--- config.mk ---
export PLATFORM = sky130hd
export DESIGN_NAME = clk_div_multi
export DESIGN_NICKNAME = d
export VERILOG_FILES = /design/src/rtl/clk_div_multi.sv
export SDC_FILE = /design/constraint.sdc
export NUM_CORES = 1
export LEC_CHECK = 0
export CORE_UTILIZATION = 39
export CTS_BUF_LIST = sky130_fd_sc_hd__clkbuf_4 sky130_fd_sc_hd__clkbuf_8
export DETAILED_ROUTE_END_ITERATION = 7
export SLEW_MARGIN = 20
export SYNTH_ARGS = -nofsm -noshare
export SYNTH_HDL_FRONTEND = slang
export SYNTH_SLANG_ARGS = --single-unit
--- constraint.sdc ---
create_clock -name clk -period 8.5 [get_ports clk]
set_clock_uncertainty 0.15 [all_clocks]
set_input_delay 1.7 -clock clk [delete_from_list [all_inputs] [get_ports clk]]
set_output_delay 1.7 -clock clk [all_outputs]
set_load 0.01 [all_outputs]
--- src/rtl/clk_div_multi.sv ---
// Multi-channel programmable clock divider with glitch-free, period-boundary config updates.
// Optional phase-alignment input `sync` is built only when CLKGEN_SYNC_EN is defined.
module clk_div_multi #(
  parameter int unsigned CHANNELS    = 2,
  parameter int unsigned WIDTH       = 24,
  parameter int unsigned DEFAULT_DIV = 5000000
) (
  input  logic                clk,
  input  logic                rst,
  input  logic [CHANNELS-1:0] en,
  input  logic                cfg_valid,
  output logic                cfg_ready,
  input  logic [2:0]          cfg_ch,
  input  logic [WIDTH-1:0]    cfg_div,
  input  logic [WIDTH-1:0]    cfg_high,
  output logic                cfg_err,
  output logic [CHANNELS-1:0] out_clk,
  output logic [CHANNELS-1:0] tick
`ifdef CLKGEN_SYNC_EN
  ,
  input  logic                sync
`endif
);

  localparam logic [WIDTH-1:0] RST_N = WIDTH'(DEFAULT_DIV);
  localparam logic [WIDTH-1:0] RST_H = (DEFAULT_DIV / 2 < 1) ? WIDTH'(1) : WIDTH'(DEFAULT_DIV / 2);

  logic [WIDTH-1:0]    na_q  [CHANNELS];
  logic [WIDTH-1:0]    na_d  [CHANNELS];
  logic [WIDTH-1:0]    ha_q  [CHANNELS];
  logic [WIDTH-1:0]    ha_d  [CHANNELS];
  logic [WIDTH-1:0]    ns_q  [CHANNELS];
  logic [WIDTH-1:0]    ns_d  [CHANNELS];
  logic [WIDTH-1:0]    hs_q  [CHANNELS];
  logic [WIDTH-1:0]    hs_d  [CHANNELS];
  logic [WIDTH-1:0]    cnt_q [CHANNELS];
  logic [WIDTH-1:0]    cnt_d [CHANNELS];
  logic [CHANNELS-1:0] pend_q, pend_d;
  logic [CHANNELS-1:0] en_q;
  logic [CHANNELS-1:0] out_q, out_d;
  logic [CHANNELS-1:0] tick_q, tick_d;
  logic                err_q, err_d;

  logic [7:0]       pend_pad;
  logic             ch_ok;
  logic             xfer;
  logic             sync_w;
  logic [WIDTH-1:0] n_cl, h_cl;

`ifdef CLKGEN_SYNC_EN
  assign sync_w = sync;
`else
  assign sync_w = 1'b0;
`endif

  // Out-of-range channels are always ready so a bad request cannot stall the port.
  always_comb begin
    pend_pad                 = '0;
    pend_pad[CHANNELS-1:0]   = pend_q;
    ch_ok                    = (32'(cfg_ch) < CHANNELS);
    cfg_ready                = ch_ok ? ~pend_pad[cfg_ch] : 1'b1;
    xfer                     = cfg_valid & cfg_ready & ch_ok;
    err_d                    = cfg_valid & cfg_ready & ~ch_ok;
  end

  always_comb begin
    n_cl = (cfg_div < WIDTH'(2)) ? WIDTH'(2) : cfg_div;
    h_cl = (cfg_high == '0) ? WIDTH'(1) : cfg_high;
    if (h_cl > n_cl - WIDTH'(1)) h_cl = n_cl - WIDTH'(1);
  end

  always_comb begin : next_state
    logic acc, restart;
    acc     = 1'b0;
    restart = 1'b0;
    for (int unsigned c = 0; c < CHANNELS; c++) begin
      na_d[c]   = na_q[c];
      ha_d[c]   = ha_q[c];
      ns_d[c]   = ns_q[c];
      hs_d[c]   = hs_q[c];
      cnt_d[c]  = cnt_q[c];
      pend_d[c] = pend_q[c];
      out_d[c]  = 1'b0;
      tick_d[c] = 1'b0;
      acc       = xfer && (32'(cfg_ch) == c);
      restart   = sync_w || !en_q[c] || (cnt_q[c] == na_q[c] - WIDTH'(1));
      if (!en[c]) begin
        cnt_d[c] = '0;
        if (pend_q[c]) begin
          na_d[c]   = ns_q[c];
          ha_d[c]   = hs_q[c];
          pend_d[c] = 1'b0;
        end
        if (acc) begin
          na_d[c] = n_cl;
          ha_d[c] = h_cl;
          ns_d[c] = n_cl;
          hs_d[c] = h_cl;
        end
      end else begin
        // Accept is only possible with pending clear, so it never races the apply below.
        if (restart) begin
          cnt_d[c]  = '0;
          tick_d[c] = 1'b1;
          if (pend_q[c]) begin
            na_d[c]   = ns_q[c];
            ha_d[c]   = hs_q[c];
            pend_d[c] = 1'b0;
          end
        end else begin
          cnt_d[c] = cnt_q[c] + WIDTH'(1);
        end
        if (acc) begin
          ns_d[c]   = n_cl;
          hs_d[c]   = h_cl;
          pend_d[c] = 1'b1;
        end
        out_d[c] = (cnt_d[c] < ha_d[c]);
      end
    end
  end

  always_ff @(posedge clk or posedge rst) begin
    if (rst) begin
      for (int unsigned c = 0; c < CHANNELS; c++) begin
        na_q[c]  <= RST_N;
        ha_q[c]  <= RST_H;
        ns_q[c]  <= RST_N;
        hs_q[c]  <= RST_H;
        cnt_q[c] <= '0;
      end
      pend_q <= '0;
      en_q   <= '0;
      out_q  <= '0;
      tick_q <= '0;
      err_q  <= 1'b0;
    end else begin
      na_q   <= na_d;
      ha_q   <= ha_d;
      ns_q   <= ns_d;
      hs_q   <= hs_d;
      cnt_q  <= cnt_d;
      pend_q <= pend_d;
      en_q   <= en;
      out_q  <= out_d;
      tick_q <= tick_d;
      err_q  <= err_d;
    end
  end

  assign out_clk = out_q;
  assign tick    = tick_q;
  assign cfg_err = err_q;

endmodule

run_1/logic_types.png
Bar = 50 um.
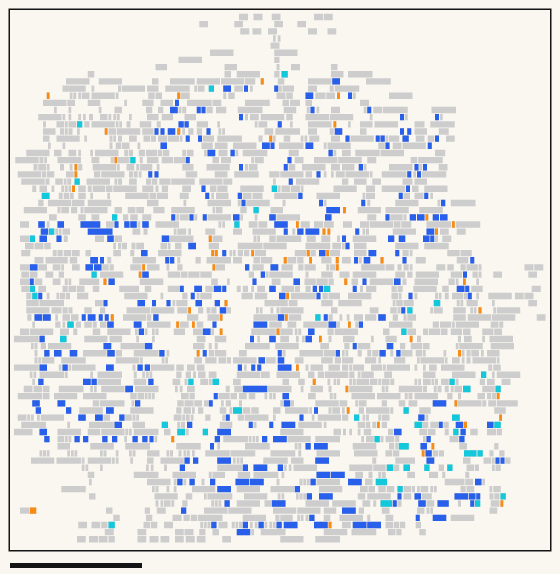
- inverters: orange (cells 67; most used inv_1)
- inverting AOI/OAI gates: blue (cells 306; most used o21ai_0; where spread over the die)
- AND and OR gates: cyan (cells 52)
logic share of the area: 49.7%
Commonest Layout Cell: nand2_1

run_1/wires.png
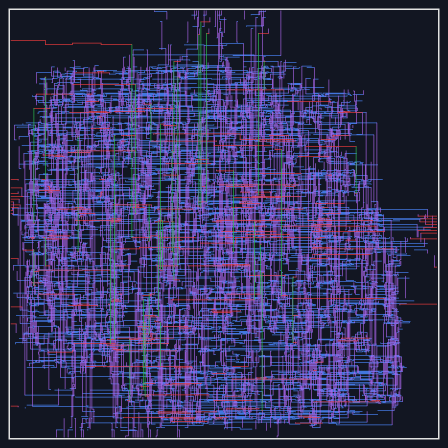
- metal 4: green (wire length 1,670 um)
- metal 1: blue (wire length 23.2 mm)
- metal 2: purple (wire length 24.0 mm)
- metal 3: red (wire length 2,510 um)
WL/cell: 21.8 um
gr usage total: 25.0%

==> flow_summary.json, run 1 <==
{
  "status": "finished clean",
  "cp_top_family": "simple AND/OR/NAND/NOR gates",
  "dp_cells": 2268,
  "syn_inst": 1770,
  "irDropWorstVdd_mv": 0.129,
  "grt_pass1_wl_um": 80100,
  "numPortBuffers": 61,
  "finalCritPeriodShare_pct": 86.5,
  "yosysUniqueCellTypes": 93,
  "io_pins": 62,
  "fin_ws_ns": 1.15,
  "seq_area_share_pct": 34.9,
  "critPathLaunchType": "primary input",
  "h-tree-depth": 2,
  "post_dp_cell_area_um2": 17100,
  "comb_cell_power_mw": 0.995,
  "grt.busiest_layer": "met2",
  "wl_met3_um": 2510,
  "yosysWarnings": 0,
  "syn_avg_cell_area_um2": 9.11,
  "synth-adder-area-share_pct": 5.82,
  "edf_count": 0,
  "leakagePower_nw": 7.93,
  "critPathLaunch": "cfg_div[2]",
  "numCtsBuffers": 46,
  "critPathMaxStageDelay_ns": 0.69,
  "use_met3_pct": 3.04,
  "flops": 249,
  "flop_area_um2": 6310,
  "wl_met2_um": 24000,
  "final_cells": 2353,
  "area_leaders": "dfrtp_1 29%, dfstp_2 10%, nand2_1 6.0%, ha_1 5.8%, mux2i_1 3.8%",
  "die-width_um": 205,
  "crit_cells": 21,
  "post-cts-setup-buffer-count": 0
}
run_1/clocks.png
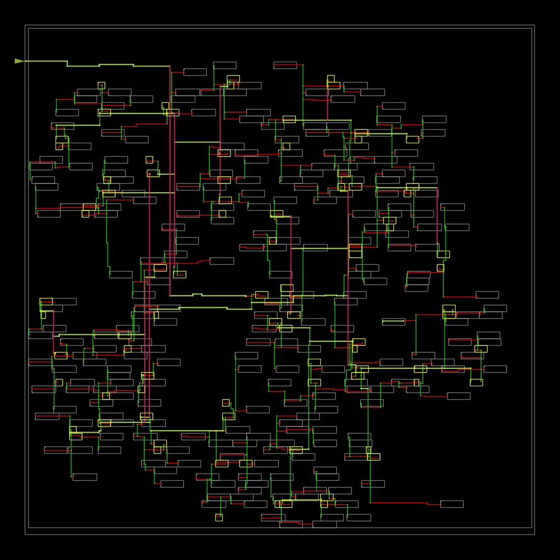
clock latency at the later pin of the worst-skew pair: 0.60 ns
Num Clock Sinks: 249
P_clk: 1.21 mW

run_1/metal_density.png
21 x 21 tiles, from dark blue (low) to red (high), scaled to the fullest tile. Values are wire area over tile area, all layers added.
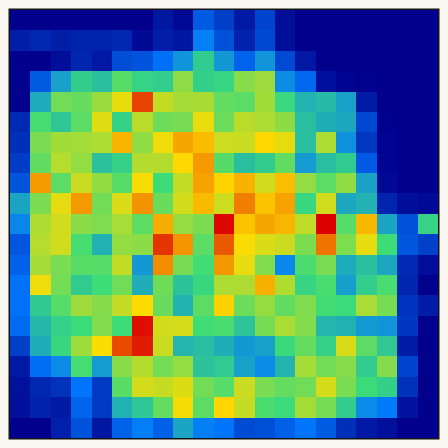

==> run 1 -> run 2 <==
- ABC_CLOCK_PERIOD_IN_PS: unset -> 8500
- CORE_UTILIZATION: 39 -> 58
- PLACE_DENSITY: unset -> 0.79
run_2/metal_density.png
34 x 34 tiles, from dark blue (low) to red (high), scaled to the fullest tile. Values are wire area over tile area, all layers added.
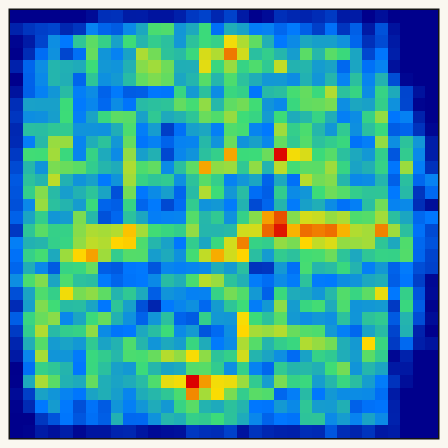
- fullest tile: 0.81
- nearly empty tiles: 5.6%
- tiles over half the peak: 22%
- mean over tiles: 0.29
gr usage total: 34.9%
Via Count: 13,900
WL/cell: 22.5 um

run_2/io_placement.png
Pins as bars across the die edge, other pins in grey.
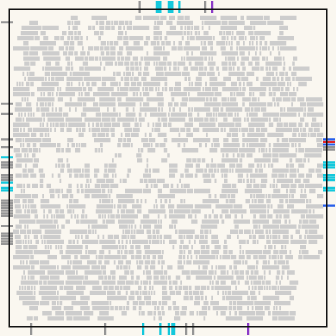
- `cfg_valid`: red (pins 1; direction input; edge right)
- `cfg_ch`: blue (pins 3; direction input; edge right)
- `out_clk`: purple (pins 2; direction output; edge 1 bottom, 1 top)
- `cfg_high`: cyan (pins 24; direction input; edge 8 right, 7 top, 5 bottom, 4 left)
- all pins by edge: 28 left, 14 right, 10 bottom, 10 top
I/O Buffers: 61
Die Span X: 169 um
Die Ht: 169 um

==> flow_summary.json, run 2 <==
{
  "status": "finished clean",
  "finalCriticalPeriod_ns": 7.74,
  "grt.busiest_layer": "met2",
  "h-tree-depth": 2,
  "synth-adder-area-share_pct": 5.82,
  "syn-num-nets": 1901,
  "wl_met3_um": 4440,
  "critPathLaunch": "cfg_div[2]",
  "crit_path_max_fanout": 19,
  "edf_count": 0,
  "yosysWarnings": 0,
  "grt_pass1_wl_um": 75900,
  "io_pins": 62,
  "hp-start": "hs_q[21]",
  "area_leaders": "dfrtp_1 29%, dfstp_2 10%, nand2_1 6.0%, ha_1 5.8%, mux2i_1 3.8%",
  "comb_share_pct": 50.3,
  "max_freq_mhz": 129,
  "fin_area_um2": 17900,
  "ant_nets": 0,
  "swShare_pct": 33.0,
  "p_seq_mw": 1.74,
  "flop_area_um2": 6310,
  "wl_met2_um": 21200,
  "final_cells": 2183,
  "clock-sinks": 249,
  "post_dp_cell_area_um2": 16800,
  "syn_inst": 1770,
  "whs_path_depth": 2,
  "hold-path-endpoint": "hs_q[21]",
  "critPathLaunchType": "primary input",
  "worstMarginPinSlew_ns": 1.13,
  "netlist_area_um2": 16100,
  "finalCritPeriodShare_pct": 91.1,
  "layout_top_cell": "nand2_1",
  "yosysUniqueCellTypes": 93,
  "reg2reg_depth": 18,
  "die-area_um2": 28500,
  "crit_cells": 21,
  "comb_cell_power_mw": 0.981,
  "p_clk_share_pct": 32.1,
  "syn_avg_cell_area_um2": 9.11,
  "synth_xor_xnor_area_share_pct": 6.61,
  "synth-simple-area-share_pct": 19.5,
  "fin_ws_ns": 0.755,
  "post-cts-setup-buffer-count": 0,
  "taps": 372,
  "drtIter0Drc": 1334,
  "dp_cells": 2097,
  "seq_area_share_pct": 35.3,
  "use_met3_pct": 6.50,
  "cp_top_family": "simple AND/OR/NAND/NOR gates",
  "critPathMaxStageDelay_ns": 0.67,
  "ff_type": "dfrtp_1",
  "synth_top_cell_by_count": "nand2_1",
  "irDropWorstVdd_mv": 0.177,
  "leakagePower_nw": 7.90,
  "final_cell_mix": "256 x nand2_1, 185 x dfrtp_1, 160 x nor2_1",
  "syn_to_final_growth_pct": 10.9,
  "grt_antenna_before_repair": 2
}
run_2/clocks.png
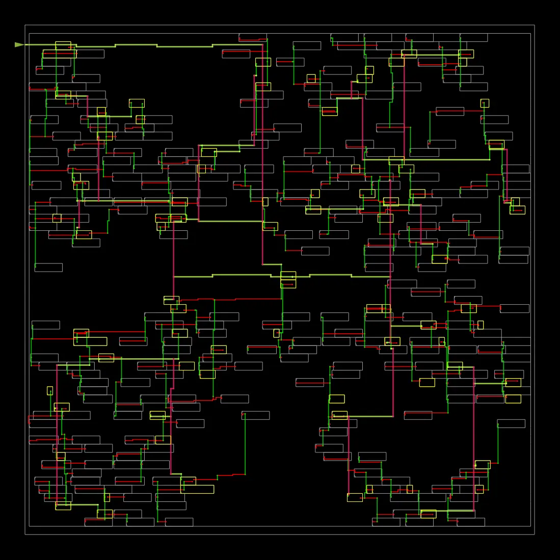
Seq Cell Count: 249
P_clk: 1.29 mW
clock buf count: 71
Num CTS Buffers: 45
clock latency at the later pin of the worst-skew pair: 0.57 ns

Power is estimated from default activity; no workload was simulated.
